==> run_1/layer_met1.png <==
The bar under the picture is 20 um long. Supply wires on this layer in gray.
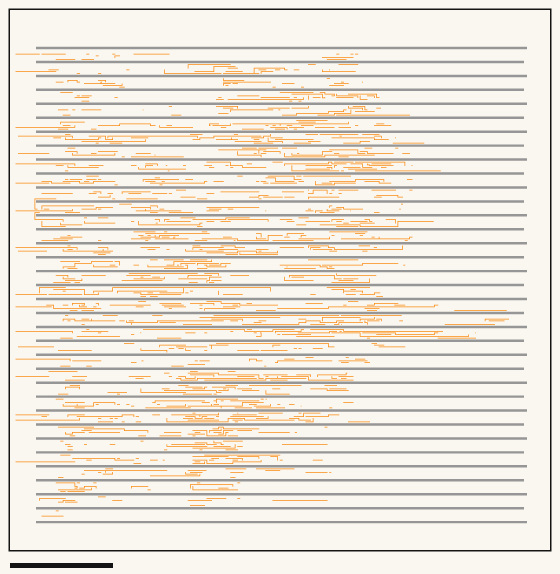
==> run_1/layer_met2.png <==
The bar under the picture is 20 um long.
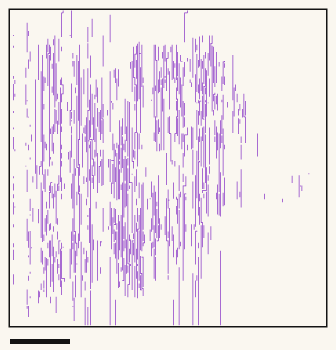
==> run_1/layer_met3.png <==
Cells faint in the background.
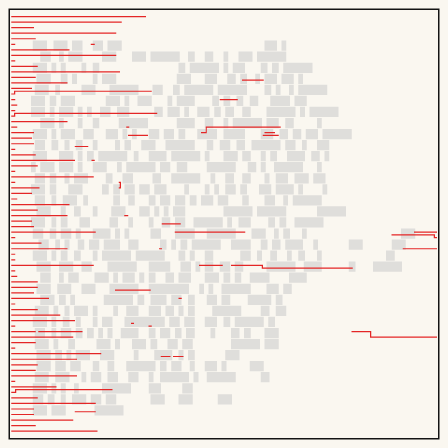
`src/rtl/video_source_scheduler.sv`:
```
// Frame-synchronous two-source video scheduler: muxes the pattern generator or the
// live SIFT stream onto the encoder path, switching sources only at frame boundaries.
module video_source_scheduler #(
   parameter int          H_ACTIVE     = 640,
   parameter int          V_ACTIVE     = 480,
   parameter int          UNDERRUN_MAX = 16,
   parameter int          HOLD_FRAMES  = 4,
   parameter logic [23:0] FILL_COLOR   = 24'h000000
) (
   input  logic        Clock,
   input  logic        Reset,
   input  logic        DownReady,
   output logic [23:0] Video,
   input  logic [23:0] PatVideo,
   output logic        PatReady,
   input  logic [23:0] LiveVideo,
   input  logic        LiveValid,
   output logic        LiveReady,
   input  logic        SelLive,
   input  logic        ClearStatus,
   output logic        ActiveSrc,
   output logic        FrameStart,
   output logic        Underrun,
   output logic [7:0]  FallbackCount,
   output logic [1:0]  DebugState
);

   localparam int XW = $clog2(H_ACTIVE);
   localparam int YW = (V_ACTIVE > 1) ? $clog2(V_ACTIVE) : 1;
   localparam int HW = $clog2(HOLD_FRAMES + 1);
   localparam logic [XW-1:0] X_LAST    = XW'(H_ACTIVE - 1);
   localparam logic [YW-1:0] Y_LAST    = YW'(V_ACTIVE - 1);
   localparam logic [HW-1:0] HOLD_LOAD = HW'(HOLD_FRAMES);

   typedef enum logic [1:0] {
      S_PAT  = 2'd0,
      S_LIVE = 2'd1,
      S_HOLD = 2'd2
   } state_t;

   state_t        state_q, state_d;
   logic [XW-1:0] x_q;
   logic [YW-1:0] y_q;
   logic [7:0]    under_q, under_next;
   logic [HW-1:0] hold_q;
   logic          underrun_q;
   logic [7:0]    fallback_q;
   logic          active_q;
   logic          frame_end, under_beat, fallback;

   // Handshake: the encoder takes Video on every cycle DownReady is high. Only the
   // active source sees a ready; the live source is consumed only when LiveValid is
   // also high, and a missing live pixel is replaced by FILL_COLOR without stalling.
   assign frame_end  = DownReady && (x_q == X_LAST) && (y_q == Y_LAST);
   assign under_beat = (state_q == S_LIVE) && DownReady && !LiveValid;
   assign under_next = (under_beat && under_q != 8'hFF) ? under_q + 8'd1 : under_q;
   assign fallback   = (state_q == S_LIVE) && (int'(under_next) > UNDERRUN_MAX);

   // State register
   always_ff @(posedge Clock) begin
      if (Reset) begin
         state_q  <= S_PAT;
         active_q <= 1'b0;
      end else begin
         state_q  <= state_d;
         active_q <= (state_d == S_LIVE);
      end
   end

   // Next-state logic; decisions are taken only in the last pixel of a frame
   always_comb begin
      state_d = state_q;
      if (frame_end) begin
         case (state_q)
            S_PAT:   if (SelLive) state_d = S_LIVE;
            S_LIVE: begin
               if (fallback)      state_d = S_HOLD;
               else if (!SelLive) state_d = S_PAT;
            end
            S_HOLD:  if (hold_q <= HW'(1)) state_d = S_PAT;
            default: state_d = S_PAT;
         endcase
      end
   end

   // Output logic
   always_comb begin
      PatReady   = DownReady && (state_q != S_LIVE);
      LiveReady  = DownReady && (state_q == S_LIVE) && LiveValid;
      Video      = PatVideo;
      if (state_q == S_LIVE) Video = LiveValid ? LiveVideo : FILL_COLOR;
      ActiveSrc  = active_q;
      FrameStart = (x_q == '0) && (y_q == '0);
      DebugState = state_q;
   end

   always_ff @(posedge Clock) begin
      if (Reset) begin
         x_q <= '0;
         y_q <= '0;
      end else if (DownReady) begin
         if (x_q == X_LAST) begin
            x_q <= '0;
            y_q <= (y_q == Y_LAST) ? '0 : y_q + YW'(1);
         end else begin
            x_q <= x_q + XW'(1);
         end
      end
   end

   // Per-frame underrun tally, lockout timer and status
   always_ff @(posedge Clock) begin
      if (Reset) begin
         under_q    <= 8'd0;
         hold_q     <= '0;
         underrun_q <= 1'b0;
         fallback_q <= 8'd0;
      end else begin
         under_q <= frame_end ? 8'd0 : under_next;
         if (under_beat)       underrun_q <= 1'b1;
         else if (ClearStatus) underrun_q <= 1'b0;
         if (frame_end && fallback) begin
            hold_q <= HOLD_LOAD;
            if (fallback_q != 8'hFF) fallback_q <= fallback_q + 8'd1;
         end else if (frame_end && state_q == S_HOLD && hold_q != '0) begin
            hold_q <= hold_q - HW'(1);
         end
      end
   end

   assign Underrun      = underrun_q;
   assign FallbackCount = fallback_q;

endmodule

```
`config.mk`:
```
export PLATFORM = sky130hd
export DESIGN_NAME = video_source_scheduler
export DESIGN_NICKNAME = d
export VERILOG_FILES = /design/src/rtl/video_source_scheduler.sv
export SDC_FILE = /design/constraint.sdc
export NUM_CORES = 1
export LEC_CHECK = 0
export CELL_PAD_IN_SITES_DETAIL_PLACEMENT = 1
export CELL_PAD_IN_SITES_GLOBAL_PLACEMENT = 1
export CORE_MARGIN = 5
export CORE_UTILIZATION = 28
export DETAILED_ROUTE_END_ITERATION = 8
export PLACE_DENSITY = 0.87
export SLEW_MARGIN = 15
export SYNTH_ARGS = -nofsm -noshare
export SYNTH_HDL_FRONTEND = slang
export SYNTH_SLANG_ARGS = --single-unit
```
`constraint.sdc`:
```
create_clock -name Clock -period 2.73 [get_ports Clock]
set_input_delay 0.546 -clock Clock [delete_from_list [all_inputs] [get_ports Clock]]
set_output_delay 0.546 -clock Clock [all_outputs]
set_load 0.03 [all_outputs]
```
==> reports/metrics.csv, run 1 <==
metric;value;unit
status;finished clean;
final_cell_area;0.00377;mm^2
p_per_area;329;mW/mm^2
pg_clk;0.390;mW
num_rows;34;
cts_sinks;42;
crit_chain;clkdlybuf4s50_1 > nand4bb_4 > or2_4 > or3_4 > a41oi_4 > nor2_1 > or4_1 > a21oi_1;
nFillCells;1060;
yosys_cells;337;
synth-edff-count;0;
cp.depth;8;
grtUsageMet2;28.2;%
holdBufCountCts;0;
cap_violations;0;
largest_area_cell;dfxtp_1;
synth_cell_types;47;
period_used_share;98.7;%
clk_path_buf_depth;2;
p_switching;0.331;mW
wl_met3;919;um
pwr-share-clk;31.4;%
path_max_fanout;4;
power.share.switching;26.7;%
signal_buffers;114;
wl_met1;3350;um
dominant_cells;logic gates;
diodes;0;
die_h;105;um
ys.flops;42;
min_period;2690;ps
postSynthCellCount;337;
clock-root-buffer;clkbuf_8;
io_pins;93;
sh_comb_area;42.8;%
ys_sh_mux;2.80;%
pre_cts_slack;-318;ps
worst_slew_pin_slew;653;ps
fa_ha_area_share;4.42;%
dieArea;0.0111;mm^2
grt_max_degree;53;
tns;0;ps
met2_length;4300;um
regArea;841;um^2
gr-total-overflow;0;
Back to the opening pictures, layer_met1.png:
nets with wire on the layer: 427
longest straight run: 30.8 um
main direction: horizontal
WL final: 8830 um
met1 Usage GRT: 16.1%

Back to the opening pictures, layer_met2.png:
main direction: vertical
share of all routed wire: 49%
longest straight run: 49.1 um
wire length on this layer: 4300 um

Back to the opening pictures, layer_met3.png:
share of all routed wire: 10%
main direction: horizontal
longest straight run: 35.0 um
via count: 2820
met3 GRT Util: 7.33%

==> run 1 -> run 2 <==
- SETUP_SLACK_MARGIN: default -> 0.05
==> run 2 against run 1 <==
Against the previous run:
- worst hold slack got worse by 3.0 ps
- sequential share of layout area about the same
- fmax increased by 4.4%
- sequential power about the same
- critical path depth unchanged
- core utilization decreased by 0.057 points
- largest cell class unchanged
- largest power group unchanged
==> reports/metrics.csv, run 2 <==
metric;value;unit
yosys_cells;337;
sh_comb_area;42.5;%
dieArea;0.0111;mm^2
ys_sh_mux;2.80;%
pg_clk;0.388;mW
holdBufCountCts;0;
final_cell_area;0.00376;mm^2
well_tap_count;108;
postSynthCellCount;337;
regArea;841;um^2
cp-startpoint;LiveValid;
routed_wl;8800;um
crit_chain;dlygate4sd2_1 > nand4bb_4 > or2_4 > or3_4 > a41oi_4 > o221ai_2 > or4b_1 > a21oi_2;
nClkBuffers;5;
clk_path_buf_depth;2;
nonClkBufAreaFrac;28.3;%
p_per_area;329;mW/mm^2
die_h;105;um
synth_cell_types;47;
power.share.switching;26.6;%
critPathTopFamily;simple AND/OR/NAND/NOR gates;
path_max_fanout;4;
cap_violations;0;
synth-edff-count;0;
dominant_cells;logic gates;
io_pins;93;
num_rows;34;
fa_ha_area_share;4.42;%
pwr-share-clk;31.3;%
cp.depth;8;
largest_register_ffs;10;
tns;0;ps
worst_slew_pin_slew;644;ps
signal_buffers;115;
clock-root-buffer;clkbuf_8;
pre_cts_slack;-318;ps
diodes;0;
gr-total-overflow;0;
met2_length;4330;um
cts_sinks;42;
p_switching;0.329;mW
nFillCells;1062;
wl_met3;921;um
status;finished clean;
grt_max_degree;53;
wl_met1;3270;um
min_period;2580;ps
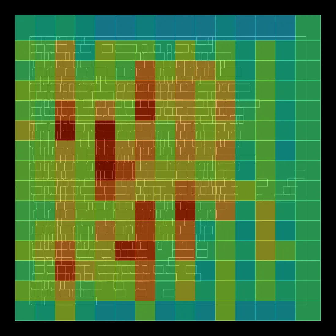
(run_2/congestion.png)
Final Util: 42.7%
Wirelength per Cell: 15.9 um
met1 Usage GRT: 16.1%
met2 Use GR: 28.5%
GR peak layer: met2

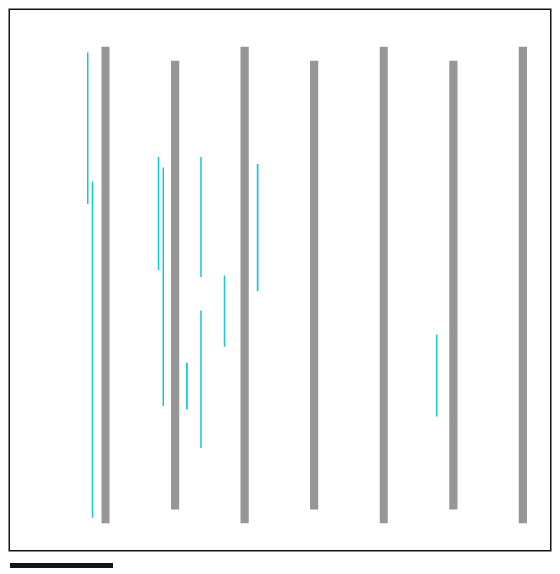
(run_2/layer_met4.png)
The bar under the picture is 20 um long. Supply wires on this layer in gray.
nets with wire on the layer: 9
share of all routed wire: 3.1%
main direction: vertical

Power is estimated from default activity; no workload was simulated.
